--- src/rtl/sig_monitor.sv ---
// Independent reader-side checker of the highway/country traffic light codes.
// Flags rule violations as registered pulses and latches the first one as a sticky fault.
module sig_monitor #(
    parameter int unsigned MIN_YELLOW = 3,
    parameter int unsigned MIN_ALLRED = 2,
    parameter int unsigned CNT_W      = 4
) (
    input  logic       clock,
    input  logic       clear,
    input  logic [1:0] hwy,
    input  logic [1:0] cntry,
    output logic       viol,
    output logic [2:0] viol_code,
    output logic       fault,
    output logic [2:0] fault_code,
    output logic [7:0] fault_count,
    output logic       armed
);

    localparam logic [1:0] C_RED = 2'd0;
    localparam logic [1:0] C_YEL = 2'd1;
    localparam logic [1:0] C_GRN = 2'd2;
    localparam logic [1:0] C_ILL = 2'd3;

    localparam logic [CNT_W-1:0] L_SAT   = '1;
    localparam logic [CNT_W-1:0] L_MIN_Y = CNT_W'(MIN_YELLOW);
    localparam logic [CNT_W-1:0] L_MIN_R = CNT_W'(MIN_ALLRED);

    typedef enum logic [1:0] {
        MON_INIT,
        MON_RUN,
        MON_FAULT
    } state_t;

    state_t           r_state;
    logic [1:0]       r_prev_h;
    logic [1:0]       r_prev_c;
    logic [CNT_W-1:0] r_yel_h;
    logic [CNT_W-1:0] r_yel_c;
    logic [CNT_W-1:0] r_allred;
    logic             r_viol;
    logic [2:0]       r_viol_code;
    logic             r_fault;
    logic [2:0]       r_fault_code;
    logic [7:0]       r_fault_count;
    logic             r_armed;

    logic             w_trans;
    logic             w_ill;
    logic             w_conf;
    logic             w_skip;
    logic             w_bad;
    logic             w_short_y;
    logic             w_short_r;
    logic             w_viol;
    logic [2:0]       w_code;
    logic             w_both_red;
    logic [CNT_W-1:0] w_yel_h_nxt;
    logic [CNT_W-1:0] w_yel_c_nxt;
    logic [CNT_W-1:0] w_allred_nxt;

    function automatic logic [CNT_W-1:0] sat_inc(input logic [CNT_W-1:0] v);
        return (v == L_SAT) ? v : v + CNT_W'(1);
    endfunction

    // Transition checks (codes 3-6) rely on prev_* history, which is not valid on the INIT sample.
    always_comb begin
        w_trans    = (r_state != MON_INIT);
        w_ill      = (hwy == C_ILL) || (cntry == C_ILL);
        w_conf     = (hwy != C_RED) && (cntry != C_RED);
        w_skip     = w_trans && (((r_prev_h == C_GRN) && (hwy == C_RED)) ||
                                 ((r_prev_c == C_GRN) && (cntry == C_RED)));
        w_bad      = w_trans && (((r_prev_h == C_RED) && (hwy == C_YEL)) ||
                                 ((r_prev_h == C_YEL) && (hwy == C_GRN)) ||
                                 ((r_prev_c == C_RED) && (cntry == C_YEL)) ||
                                 ((r_prev_c == C_YEL) && (cntry == C_GRN)));
        w_short_y  = w_trans && (((r_prev_h == C_YEL) && (hwy == C_RED) && (r_yel_h < L_MIN_Y)) ||
                                 ((r_prev_c == C_YEL) && (cntry == C_RED) && (r_yel_c < L_MIN_Y)));
        w_short_r  = w_trans && (r_prev_h == C_RED) && (r_prev_c == C_RED) &&
                     ((hwy == C_GRN) || (cntry == C_GRN)) && (r_allred < L_MIN_R);

        if (w_ill)          w_code = 3'd1;
        else if (w_conf)    w_code = 3'd2;
        else if (w_skip)    w_code = 3'd3;
        else if (w_bad)     w_code = 3'd4;
        else if (w_short_y) w_code = 3'd5;
        else if (w_short_r) w_code = 3'd6;
        else                w_code = 3'd0;
        w_viol = (w_code != 3'd0);

        w_both_red = (hwy == C_RED) && (cntry == C_RED);
        if (r_state == MON_INIT) begin
            // Preset to saturation so a road already mid-yellow/all-red at start-up is not penalised.
            w_yel_h_nxt  = (hwy == C_YEL)   ? L_SAT : '0;
            w_yel_c_nxt  = (cntry == C_YEL) ? L_SAT : '0;
            w_allred_nxt = w_both_red       ? L_SAT : '0;
        end else begin
            w_yel_h_nxt  = (hwy == C_YEL)   ? sat_inc(r_yel_h)  : '0;
            w_yel_c_nxt  = (cntry == C_YEL) ? sat_inc(r_yel_c)  : '0;
            w_allred_nxt = w_both_red       ? sat_inc(r_allred) : '0;
        end
    end

    always_ff @(posedge clock) begin
        if (clear) begin
            r_state       <= MON_INIT;
            r_prev_h      <= C_RED;
            r_prev_c      <= C_RED;
            r_yel_h       <= '0;
            r_yel_c       <= '0;
            r_allred      <= '0;
            r_viol        <= 1'b0;
            r_viol_code   <= '0;
            r_fault       <= 1'b0;
            r_fault_code  <= '0;
            r_fault_count <= '0;
            r_armed       <= 1'b0;
        end else begin
            r_viol      <= w_viol;
            r_viol_code <= w_code;
            r_armed     <= 1'b1;
            r_prev_h    <= (hwy == C_ILL)   ? C_RED : hwy;
            r_prev_c    <= (cntry == C_ILL) ? C_RED : cntry;
            r_yel_h     <= w_yel_h_nxt;
            r_yel_c     <= w_yel_c_nxt;
            r_allred    <= w_allred_nxt;
            if (w_viol && (r_fault_count != 8'hFF)) begin
                r_fault_count <= r_fault_count + 8'd1;
            end
            if (w_viol && !r_fault) begin
                r_fault      <= 1'b1;
                r_fault_code <= w_code;
            end
            case (r_state)
                MON_INIT:  r_state <= w_viol ? MON_FAULT : MON_RUN;
                MON_RUN:   r_state <= w_viol ? MON_FAULT : MON_RUN;
                MON_FAULT: r_state <= MON_FAULT;
                default:   r_state <= MON_INIT;
            endcase
        end
    end

    assign viol        = r_viol;
    assign viol_code   = r_viol_code;
    assign fault       = r_fault;
    assign fault_code  = r_fault_code;
    assign fault_count = r_fault_count;
    assign armed       = r_armed;

endmodule

--- config.mk ---
export PLATFORM = sky130hd
export DESIGN_NAME = sig_monitor
export DESIGN_NICKNAME = d
export VERILOG_FILES = /design/src/rtl/sig_monitor.sv
export SDC_FILE = /design/constraint.sdc
export NUM_CORES = 1
export LEC_CHECK = 0
export CAP_MARGIN = 20
export CELL_PAD_IN_SITES_DETAIL_PLACEMENT = 1
export CELL_PAD_IN_SITES_GLOBAL_PLACEMENT = 2
export CORE_MARGIN = 3
export CORE_UTILIZATION = 34
export CTS_BUF_LIST = sky130_fd_sc_hd__clkbuf_8
export DETAILED_ROUTE_END_ITERATION = 10
export MAX_ROUTING_LAYER = met4
export PLACE_DENSITY_LB_ADDON = 0.1
export SETUP_SLACK_MARGIN = 0.5
export SLEW_MARGIN = 5
export SYNTH_ARGS = -nofsm -noshare
export SYNTH_HDL_FRONTEND = slang
export SYNTH_SLANG_ARGS = --single-unit
--- constraint.sdc ---
create_clock -name clock -period 2.08 [get_ports clock]
set_input_delay 0.416 -clock clock [delete_from_list [all_inputs] [get_ports clock]]
set_output_delay 0.416 -clock clock [all_outputs]
set_load 0.1 [all_outputs]
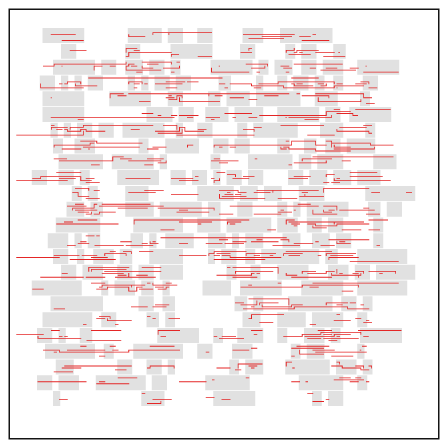
**Above:** run 1 (M1 wires).
Cells faint in the background.
share of all routed wire	40%
nets with wire on the layer	212
wire length on this layer	1780 um
main direction	horizontal
longest straight run	27.6 um

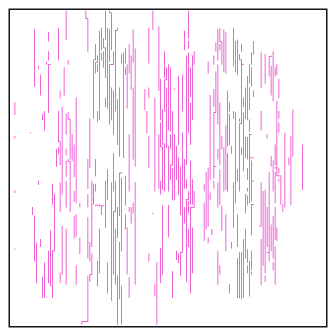
**Above:** run 1 (signal wires on met2).
wire length on this layer	2390 um
main direction	vertical
share of all routed wire	54%

==> flow_metrics.tcl, run 1 <==
# yosys + openroad results
set metrics [dict create \
    status "complete, no violations" \
    hp-start "fault_code[2]" \
    die_y_um 73.8 \
    path_buffers 1 \
    p_int_mw 1.09 \
    grt_antenna_before_repair 0 \
    path_depth 8 \
    syn_inst 168 \
    grt_use_total 0.186 \
    comb_area_um2 1030 \
    drt-met1-wl_um 1780 \
    worst_pin_slew_ns 0.339 \
    cts_setup_buffers 14 \
    common_cells "35 x dfxtp_1, 19 x a21oi_1, 13 x nor2_1, 8 x nand2_1, 7 x nand3_1" \
    worst_path_max_delay_cell "dfxtp_4" \
    layout.nonclk_buf_frac 0.170 \
    worstPathMaxFanout 4 \
    n_all_inverters 6 \
    ys_sh_xor 0.0337 \
    cts_resized 58 \
    ioPinCount 23 \
    comb_power_uw 437 \
    clk_path_buf_depth 2 \
    regArea_um2 742 \
    core_area_um2 4380 \
    fin_nets 232 \
    worstPathRequired_ns 2.25 \
    grtUsageMet1 0.201 \
    top_cell_area_share 0.449 \
    rsz0062_at_grt "yes" \
    fin_crit_sh 0.880 \
    initCoreUtil 0.356 \
    seqPwrFrac 0.447 \
    grt_pass1_vias 1606 \
    ant_nets 0 \
    seq_cells 35 \
    max_freq_ghz 0.546 \
    first_iter_violations 47 \
    tns_ns 0 \
    whs_endpoint "fault_code[2]" \
    tritoncts "yes" \
    cts-htree-levels 2 \
    ys_sh_mux 0.0529 \
    p_per_area_nw_per_um2 705 \
    num_vias 1461 \
]
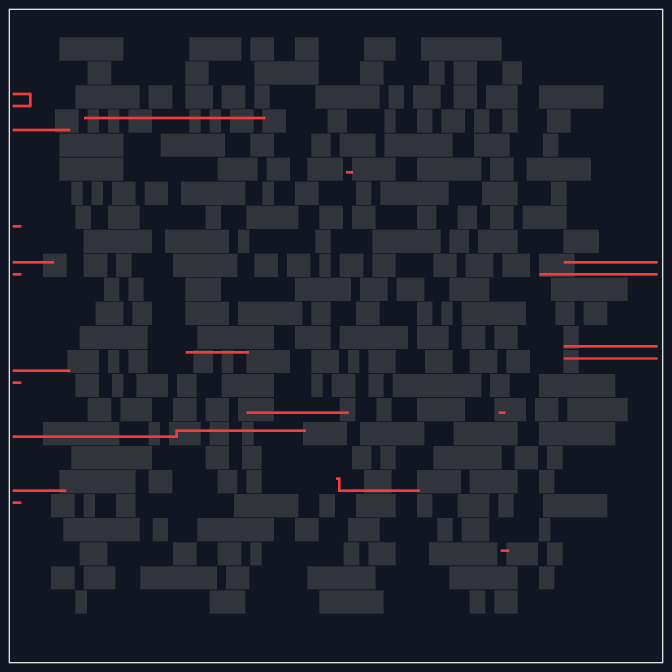
**Above:** run 1 (the metal 3 layer).
Cells faint in the background.
main direction	horizontal
share of all routed wire	3.6%

**Run 1: congestion heat map**

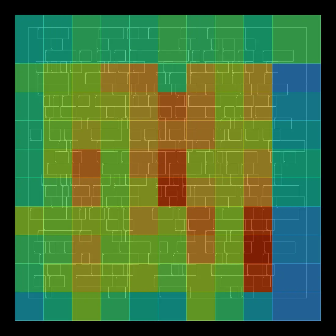

--- run 2 (diff from run 1) ---
--- a/config.mk
+++ b/config.mk
@@ -14,7 +14,9 @@
 export DETAILED_ROUTE_END_ITERATION = 10
 export MAX_ROUTING_LAYER = met4
 export PLACE_DENSITY_LB_ADDON = 0.1
+export REMOVE_ABC_BUFFERS = 1
 export SETUP_SLACK_MARGIN = 0.5
+export SKIP_LAST_GASP = 1
 export SLEW_MARGIN = 5
 export SYNTH_ARGS = -nofsm -noshare
 export SYNTH_HDL_FRONTEND = slang
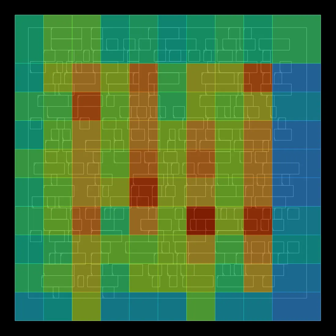
**Above:** run 2 (congestion heat map).
global routing's busiest layer: met2
Tot GR Track Use: 0.159

==> flow_metrics.tcl, run 2 <==
# yosys + openroad results
set metrics [dict create \
    grt_pass1_vias 1449 \
    ys_sh_mux 0.0529 \
    core_area_um2 4380 \
    p_int_mw 1.06 \
    top_cell_area_share 0.449 \
    p_leak_nw 0.982 \
    p_per_area_nw_per_um2 701 \
    comb_power_uw 399 \
    syn_inst 168 \
    startpoint_type "input pin" \
    reg2reg_from "r_allred[1]" \
    whs_endpoint "r_state[1]" \
    worst_pin_slew_ns 0.326 \
    topCellsByArea "dfxtp_1 45%, a21oi_1 6.1%, mux2i_1 3.8%, ha_1 3.2%, nor2_1 3.1%" \
    rsz0062_at_grt "yes" \
    common_cells "35 x dfxtp_1, 19 x a21oi_1, 13 x nor2_1, 8 x nand2_1, 7 x nand3_1" \
    path_buffers 1 \
    comb_area_um2 1030 \
    ant_nets 0 \
    path_depth 8 \
    hp-start "r_state[0]" \
    ioPinCount 23 \
    initCoreUtil 0.356 \
    n_all_inverters 6 \
    powerSeq_uw 739 \
    clk_path_buf_depth 2 \
    max_freq_ghz 0.531 \
    seqPwrFrac 0.466 \
    worst_path_max_delay_cell "mux2_4" \
    max_slew_margin 0.783 \
    cpLargestDelayFamily "AND-OR/OR-AND gates" \
    cpPeakStageDelay_ns 0.31 \
    status "complete, no violations" \
    cts_setup_buffers 5 \
    num_vias 1402 \
    drt-met1-wl_um 1750 \
    grtUsageMet1 0.179 \
    regArea_um2 719 \
    die_y_um 73.8 \
    grt_antenna_before_repair 0 \
    worstPathMaxFanout 5 \
    tritoncts "yes" \
    first_iter_violations 36 \
    worstPathRequired_ns 2.25 \
    cts_resized 42 \
    layout.nonclk_buf_frac 0.152 \
    fin_nets 226 \
    ys_sh_xor 0.0337 \
    fin_crit_sh 0.905 \
]
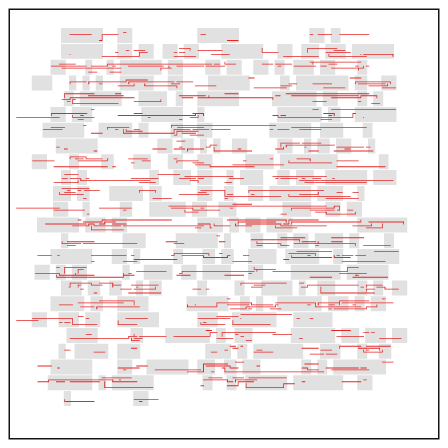
**Above:** run 2 (M1 wires).
Cells faint in the background.
longest straight run	27.1 um
main direction	horizontal
wire length on this layer	1750 um
nets with wire on the layer	205
share of all routed wire	44%

**Run 2: the metal 3 layer**

Cells faint in the background.
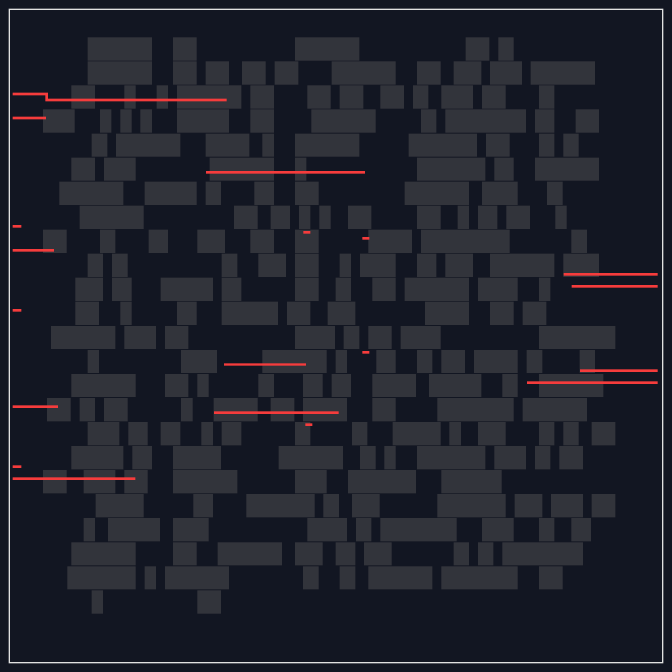

--- run 3 (diff from run 2) ---
--- a/config.mk
+++ b/config.mk
@@ -6,16 +6,17 @@
 export NUM_CORES = 1
 export LEC_CHECK = 0
 export CAP_MARGIN = 20
-export CELL_PAD_IN_SITES_DETAIL_PLACEMENT = 1
-export CELL_PAD_IN_SITES_GLOBAL_PLACEMENT = 2
+export CELL_PAD_IN_SITES_DETAIL_PLACEMENT = 0
+export CELL_PAD_IN_SITES_GLOBAL_PLACEMENT = 1
 export CORE_MARGIN = 3
-export CORE_UTILIZATION = 34
+export CORE_UTILIZATION = 42
 export CTS_BUF_LIST = sky130_fd_sc_hd__clkbuf_8
 export DETAILED_ROUTE_END_ITERATION = 10
 export MAX_ROUTING_LAYER = met4
 export PLACE_DENSITY_LB_ADDON = 0.1
 export REMOVE_ABC_BUFFERS = 1
 export SETUP_SLACK_MARGIN = 0.5
+export SKIP_CTS_REPAIR_TIMING = 1
 export SKIP_LAST_GASP = 1
 export SLEW_MARGIN = 5
 export SYNTH_ARGS = -nofsm -noshare
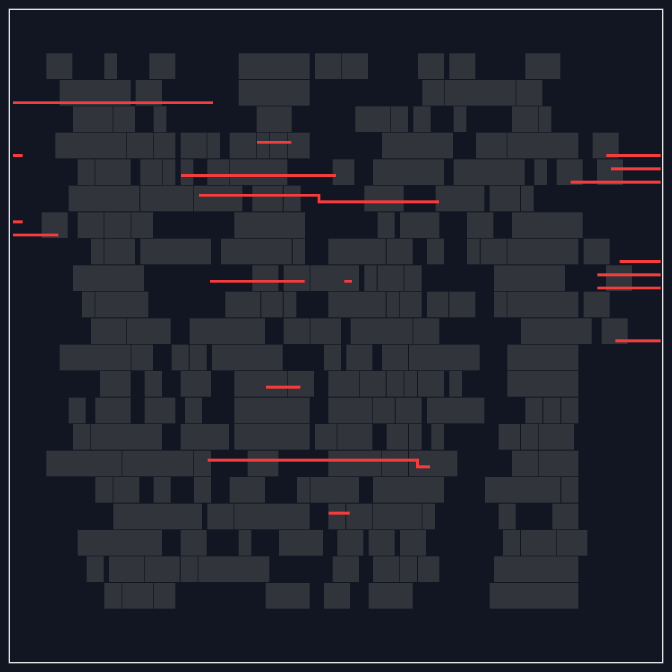
**Above:** run 3 (the metal 3 layer).
Cells faint in the background.
met3 usage: 0.0556
DRT Wirelength: 3370 um
Via Count: 1373

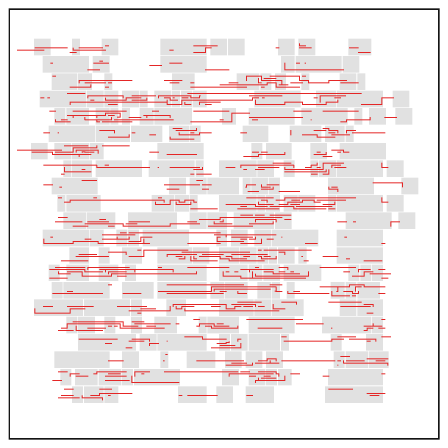
**Above:** run 3 (M1 wires).
Cells faint in the background.
GR met1 Demand/Resource: 0.179

==> flow_metrics.tcl, run 3 <==
# yosys + openroad results
set metrics [dict create \
    reg2reg_from "r_prev_c[1]" \
    max_freq_ghz 0.537 \
    hp-start "r_state[0]" \
    grt.busiest_layer "met2" \
    topCellsByArea "dfxtp_1 45%, a21oi_1 6.1%, mux2i_1 3.8%, ha_1 3.2%, nor2_1 3.1%" \
    worst_path_max_delay_cell "dfxtp_2" \
    syn_inst 168 \
    clk_path_buf_depth 2 \
    die_y_um 67.0 \
    cpLargestDelayFamily "AND-OR/OR-AND gates" \
    p_int_mw 1.05 \
    layout.nonclk_buf_frac 0.158 \
    whs_endpoint "r_state[1]" \
    n_all_inverters 6 \
    p_per_area_nw_per_um2 714 \
    common_cells "35 x dfxtp_1, 19 x a21oi_1, 13 x nor2_1, 8 x nand2_1, 7 x nand3_1" \
    status "complete, no violations" \
    initCoreUtil 0.450 \
    comb_power_uw 381 \
    powerSeq_uw 736 \
    rsz0062_at_grt "yes" \
    fin_crit_sh 0.896 \
    fin_nets 224 \
    p_leak_nw 0.968 \
    seqPwrFrac 0.476 \
    path_buffers 0 \
    regArea_um2 714 \
    max_slew_margin 0.791 \
    grt_pass1_vias 1295 \
    worstPathMaxFanout 4 \
    drt-met1-wl_um 1530 \
    first_iter_violations 38 \
    top_cell_area_share 0.449 \
]
